==> config.mk <==
export PLATFORM = sky130hd
export DESIGN_NAME = mc_control_fsm
export DESIGN_NICKNAME = d
export VERILOG_FILES = /design/src/rtl/mc_control_fsm.sv
export SDC_FILE = /design/constraint.sdc
export NUM_CORES = 1
export LEC_CHECK = 0
export CORE_MARGIN = 2
export CORE_UTILIZATION = 30
export DETAILED_ROUTE_END_ITERATION = 12
export PLACE_DENSITY = 0.52
export SLEW_MARGIN = 20
export SYNTH_ARGS = -nofsm -noshare
export SYNTH_HDL_FRONTEND = slang
export SYNTH_SLANG_ARGS = --single-unit
==> constraint.sdc <==
create_clock -name clk -period 1.72 [get_ports clk]
set_clock_uncertainty 0.2 [all_clocks]
set_input_delay 0.258 -clock clk [delete_from_list [all_inputs] [get_ports clk]]
set_output_delay 0.258 -clock clk [all_outputs]
set_load 0.02 [all_outputs]
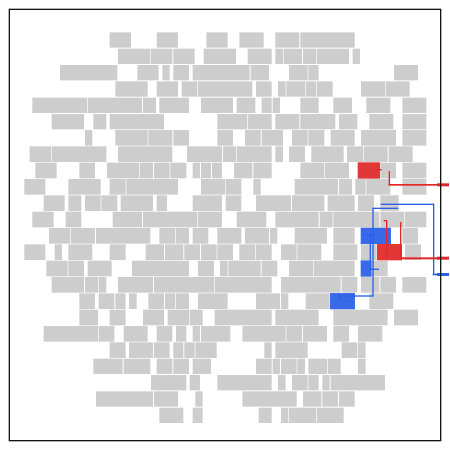
Figure 1: run 1, I/O nets highlighted.
Scale: 6 px per um.
Key: red = `pc_source` [bits 2, direction output, edge right, end cells 2, buffers 2, wire 29.5 um]; blue = `rst` [bits 1, direction input, edge right, end cells 4, buffers 2, wire 54.4 um]
I/O Pins: 38
PortBufs: 35

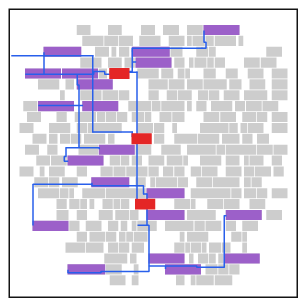
Figure 2: run 1, clock wires, drivers and flops.
Scale: 4 px per um.
Key: purple = flip-flops [count 20]; red = clock drivers [count 3]; blue = clock wires [length 321 um]
There are 4 routed clock nets.
Late-Pin Clk Latency: 0.27 ns
relative contribution of the clock network to total power: 10.2%
power drawn by the clock network: 0.380 mW

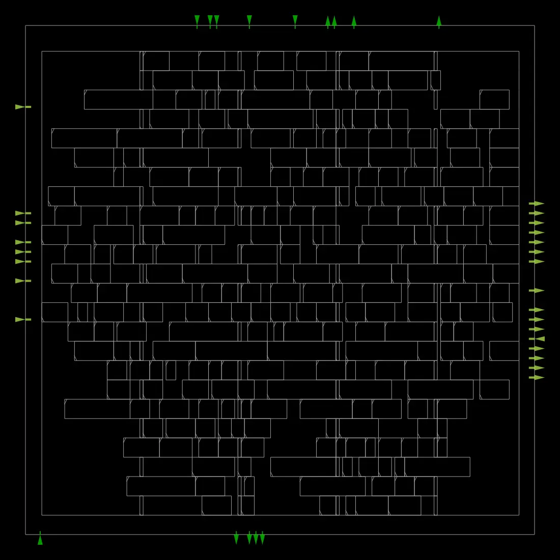
Figure 3: run 1, cell outlines without signal wires.
number of fill cells in the layout: 329
tapcell count: 52

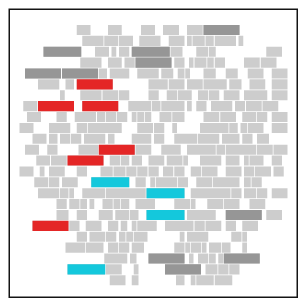
Figure 4: run 1, sequential cells grouped by signal name.
Scale: 4 px per um.
Key: red = `op_q` [sequential cells 6]; cyan = `state` [sequential cells 4]
Another 10 sequential cells are not colored.
footprint of the flip-flops and latches: 508 um^2
post-route core utilization: 66.0%
fraction of standard cell area that is sequential: 17.6%

==> flow_results.org, run 1 <==
* Implementation run

** Yosys
- Count of state elements after synthesis :: 20
- Cell Area, Synth :: 0.00137 mm^2
- Post-synthesis, Yosys gives the total cell area as 0.00137 mm^2.
- Of the total synthesized cell area, the portion taken by full adders, half adders and majority gates is 3.28%.
- In this run, distinct cell masters in the synthesized netlist total 46.
- The cell count after synthesis came out at 158.
- Synthesized-area fraction occupied by ao, oa, aoi and oai cells :: 15.7%
- Avg Synthesized Cell Area :: 8.69 um^2
- Dominant kind of combinational cell :: simple AND/OR/NAND/NOR gates
- Post-synthesis simple-gate area fraction :: 25.2%
- In the synthesized netlist the async set-or-reset flop fraction comes to 100%.
- XORs/XNORs by Area :: 3.19%

** Placed design
- The pre-CTS setup check shows a worst slack of -0.825 ns.
- Per the placement report, the placed cell count is 290.
- RePlAce ended its routability-driven mode at a weighted congestion of 0.803.

** CTS
- TritonCTS Buffers :: 3
- Clock Sink Count :: 20
- The longest clock path from root to sink contains 2 buffers.
- H-tree depth reported by CTS :: 1

** Timing
- Final Setup Violations :: 34
- Tmin final :: 2.13 ns
- Final setup slack of the worst path :: -0.412 ns
- For this run, the top clock speed supported by timing is 0.469 GHz.
- Period utilization :: 124%
- Max Transition Viols Final :: 0

** Cells and area
- The layout stage reports a final design area of 0.00289 mm^2.
- Fraction of final layout cells sized beyond drive strength 1 :: 64.5%
- The count of cells in the finished layout, fillers not included, comes to 317.
- Dominant logic cell type in the layout :: sky130_fd_sc_hd__buf_4
- Per the run report, area growth between synthesis and finish was 111%.
- Leaving out fill and tap cells, the most frequent cells in the layout are 57 x sky130_fd_sc_hd__buf_4, 33 x sky130_fd_sc_hd__buf_6, 14 x sky130_fd_sc_hd__dfrtp_1.

** Drt
- Metal1 wirelength :: 2200 um
- Summed over all nets, wire length on met3 after detailed routing comes to 187 um.
- Routed wirelength normalized by instance count :: 16.8 um
- Wire segments on met2 add up to 2870 um in the final route.
- Nets still carrying antenna violations after routing amount to 0.
- The routed layout reports a DRC error count of 0.
- The first detailed-routing pass took 4 iterations.
- Via density per instance :: 5.11

** Global routing
- Largest net degree at the start of global routing :: 21
- Overall routing resource usage recorded by global route was 20.9%.
- Aggregate global routing overflow :: 0

** Worst setup path
- R2R depth :: 6
- Slowest Stage Delay on Critical Path :: 0.45 ns
- Among cell families on the critical path, the largest total delay comes from simple AND/OR/NAND/NOR gates.
- The critical path runs through a total of 5 cells.
- The largest individual stage delay along the critical path comes from the cell sky130_fd_sc_hd__or4_4.
- Register-to-register setup slack :: -0.17 ns
- STA classifies the critical path endpoint as a primary output.
- For the worst setup path, the data arrival time is 1.67 ns.
- Crit path kind :: flop to primary output

** Status
- The checks that failed: setup timing.
- Result of the run :: finished, violations left

** Flow run
- Log Warnings :: 31

** Power
- Worst vdd ir :: 775 uV
- Total leakage power :: 1.29 nW

** Floorplan
- Die y size :: 71.6 um
- Cell row count :: 24
- The die covers 0.00513 mm^2.
- Die span in x :: 71.6 um
## run 1: where the power goes
group | switching [mW] | total [mW] | internal, mW
clock network | 0.175 | 0.380 | 0.204
logic | 1.13 | 2.49 | 1.36
registers | 0.194 | 0.843 | 0.649
total | 1.50 | 3.71 | 2.21
## run 1: synth_stat cells (4+ instances only)
| library cell | instances |
|---|---|
| sky130_fd_sc_hd__o21ai_0 | 7 |
| sky130_fd_sc_hd__nand2_1 | 13 |
| sky130_fd_sc_hd__xnor2_1 | 4 |
| sky130_fd_sc_hd__mux2_2 | 11 |
| sky130_fd_sc_hd__nor2_1 | 15 |
| sky130_fd_sc_hd__a21oi_1 | 6 |
| sky130_fd_sc_hd__inv_1 | 7 |
| sky130_fd_sc_hd__dfrtp_1 | 20 |
| sky130_fd_sc_hd__nand3_1 | 4 |
| sky130_fd_sc_hd__nand2b_1 | 6 |
| sky130_fd_sc_hd__clkbuf_1 | 4 |
| sky130_fd_sc_hd__nor3_1 | 9 |
## run 1: through the flow
step                hold slack (ns)  TNS (ns)
floorplan                    0.0303    -0.405
global placement              0.313     -9.33
detailed placement            0.341     -9.82
CTS                           0.174     -5.11
global route                  0.207     -7.16
finish                        0.180     -5.55
## run 1: metal layers
metal | up-vias | global-route usage (%)
li1 | 776 | -
met1 | 792 | 25.6
met2 | 45 | 36.9
met3 | 7 | 3.23
met4 | 0 | 7.55
met5 | - | 0
## run 1: what timing repair did
item / CTS / global route
setup endpoints to repair: 41 / 38
gates cloned: 1 / 0
pin swaps: 17 / 19
setup buffers: 21 / 7
gates resized: 183 / 24
## run 1: final cells by class
cell class / count / area (um^2)
tap: 52 / 65.1
multi-input combinational: 121 / 1200
sequential: 20 / 508
fill: 329 / 1490
timing repair buffer: 112 / 1040
inverter: 8 / 30.0
clock buffer: 4 / 55.1
Figure 5. Cell classes on the final placement (run 1).
Scale: 4 px per um.
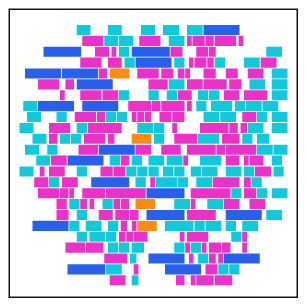

==> inputs of run 2 (changes only) <==
--- a/config.mk
+++ b/config.mk
@@ -9,6 +9,7 @@
 export CORE_UTILIZATION = 30
 export DETAILED_ROUTE_END_ITERATION = 12
 export PLACE_DENSITY = 0.52
+export SKIP_LAST_GASP = 1
 export SLEW_MARGIN = 20
 export SYNTH_ARGS = -nofsm -noshare
 export SYNTH_HDL_FRONTEND = slang
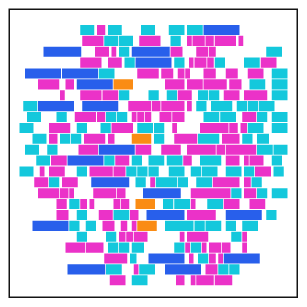
Figure 6: run 2, cell classes on the final placement.
Scale: 4 px per um.
Key: magenta = combinational and other logic [cells 129]; blue = flops [cells 20]; orange = clock drivers and dummy loads [cells 4]; cyan = other buffers and delay cells [cells 112]
fraction of standard cell area that is sequential: 17.7%
Core Box Area: 0.00438 mm^2
finished layout cell area: 0.00287 mm^2

==> flow_results.org, run 2 <==
* Implementation run

** Timing
- Final setup slack of the worst path :: -0.422 ns
- Max Transition Viols Final :: 0
- The last timing report of the flow puts the setup violation total at 34.
- Post-Route Hold Slack :: 0.173 ns
- Peak Freq :: 0.467 GHz
- OpenROAD reports that the post-layout worst path occupies 125% of the period.

** Yosys
- Ranked by instance count, the synthesized netlist is headed by 20 x sky130_fd_sc_hd__dfrtp_1, 15 x sky130_fd_sc_hd__nor2_1, 13 x sky130_fd_sc_hd__nand2_1, 11 x sky130_fd_sc_hd__mux2_2, 9 x sky130_fd_sc_hd__nor3_1.
- In the synthesized netlist, the number of instances is 158.
- Count of state elements after synthesis :: 20
- After synthesis, the chip area reported by Yosys is 0.00137 mm^2.
- Adders+Majority by Area :: 3.28%
- Synthesized-area fraction occupied by ao, oa, aoi and oai cells :: 15.7%
- XORs/XNORs by Area :: 3.19%
- Cell Area, Synth :: 0.00137 mm^2
- Proportion of synthesized chip area in sequential cells :: 36.5%
- Among the non-sequential cells, simple AND/OR/NAND/NOR gates take the most area.
- Top-count cell post-synth :: sky130_fd_sc_hd__dfrtp_1
- The synthesized netlist devotes 25.2% of its cell area to simple gates.
- For this design, Yosys synthesis ends with a cell count of 158.
- The synthesis report gives the async set-or-reset register share as 100%.
- The share of synthesized area in the top cell type comes to 36.5%.
- The netlist uses 46 different library cells.
- Post-synth net total :: 175
- For reference, the post-synthesis area per instance comes to 8.69 um^2.

** Floorplan
- Cell row count :: 24
- Area of the die :: 0.00513 mm^2
- Per the OpenROAD floorplan log, the width of the die is 71.6 um.
- 38 I/O pins were placed.
- Die y size :: 71.6 um

** CTS
- Post-cts hold-fix buffer tally :: 0
- Late-Pin Clk Latency :: 0.27 ns
- TritonCTS Buffers :: 3
- H-tree depth reported by CTS :: 1
- CTS reports a maximum clock tree buffer depth of 2.
- The number of clock sinks came to 20.

** Global routing
- Largest net degree at the start of global routing :: 21
- Aggregate global routing overflow :: 0
- Vias in the first global route :: 1,717
- Combined global-route utilization of all metal layers :: 20.9%

** Worst setup path
- Crit path kind :: flop to primary output
- Stages on worst setup path :: 5
- Family with the most delay on the worst path :: simple AND/OR/NAND/NOR gates
- The worst-case reg-to-reg setup slack stands at -0.17 ns.
- Among all stages on the critical path, the maximum delay recorded is 0.45 ns.
- The report puts the cell count of the worst reg-to-reg path at 6.
- Arrival time of the worst setup path :: 1.68 ns
- Number of buffer and inverter stages on the critical path :: 1
- Per the STA report, the cell with the highest stage delay on the worst path is sky130_fd_sc_hd__or4_4.
- STA classifies the critical path endpoint as a primary output.

** Drt
- Number of nets still failing antenna checks after routing :: 0
- The script logs the ratio of routed vias to standard cells as 5.15.
- First-pass detailed-route iteration total :: 4
- DR vias :: 1,633
- Routed wirelength normalized by instance count :: 16.7 um
- Number of DRC violations after detailed routing :: 0

** Cells and area
- Of the cells placed in the final design, the portion with a size suffix greater than 1 is 64.5%.
- Area growth from synthesis to layout :: 109%
- Post-route core utilization :: 65.6%
- Counting the fill cells in the layout gives 335.
- Leaving out fill and tap cells, the most frequent cells in the layout are 59 x sky130_fd_sc_hd__buf_4, 32 x sky130_fd_sc_hd__buf_6, 14 x sky130_fd_sc_hd__dfrtp_1.

** Placed design
- Final estimated routing congestion in global placement :: 0.803
- PortBufs :: 35

** Flow run
- OpenROAD emitted warnings numbering 31.

** Status
- Result of the run :: finished, violations left
- The final reports fail on setup timing.

** Power
- Total leakage power :: 1.28 nW
- Worst vdd ir :: 756 uV
==> run 2: cell counts in the layout (fill, tap and decap cells not counted) <==
Identical to the previous run, type by type.
==> run 2: power breakdown <==
part	switching (mW)	internal, mW	total [mW]
registers	0.197	0.649	0.846
clock network	0.178	0.204	0.383
logic	1.11	1.34	2.46
==> run 2: kinds of logic (layout without fill, tap and decap cells) <==
| family | count (synthesis) | count (layout) |
|---|---|---|
| and+or+nand+nor | 66 | 66 |
| buffers and inverters | 17 | 124 |
| other | 1 | 1 |
| DFF | 20 | 20 |
| xor gates and xnor gates | 5 | 5 |
| AOI/OAI and AO/OA | 32 | 32 |
| adders and majority gates | 4 | 4 |
| muxes | 13 | 13 |
==> run 2: what timing repair did <==
action | in CTS | in global routing
setup endpoints to repair | 41 | 39
pin swaps | 17 | 18
cloned | 1 | 0
setup buffers | 21 | 7
resized | 175 | 29
==> run 2: metrics by stage <==
step / instance area [um^2] / cells / total power [mW] / setup TNS (ns)
finish: 2870 / 317 / 3.69 / -5.59
floorplan: 1550 / 158 / 1.87 / -0.405
global placement: 2300 / 290 / 2.62 / -9.33
global route: 2870 / 317 / 3.90 / -7.26
CTS: 2820 / 316 / 3.66 / -5.24
detailed placement: 2300 / 290 / 2.66 / -9.82
==> run 2: per-layer routing <==
metal | vias to the layer above | track usage [%] | part of all wire (%)
li1 | 774 | - | -
met5 | - | 0 | 0
met4 | 0 | 7.76 | 1.8
met1 | 805 | 26.2 | 41
met3 | 11 | 3.23 | 3.7
met2 | 43 | 36.3 | 54
==> run 2: final cells by class <==
class / count / area (um^2) / area share, %
multi-input combinational: 121 / 1180 / 41.0
timing repair buffer: 112 / 1040 / 36.0
sequential: 20 / 508 / 17.7
tap: 52 / 65.1 / 2.26
clock buffer: 4 / 55.1 / 1.92
inverter: 8 / 32.5 / 1.13
Power figures rest on the tool's default switching activity, not on a simulated workload.
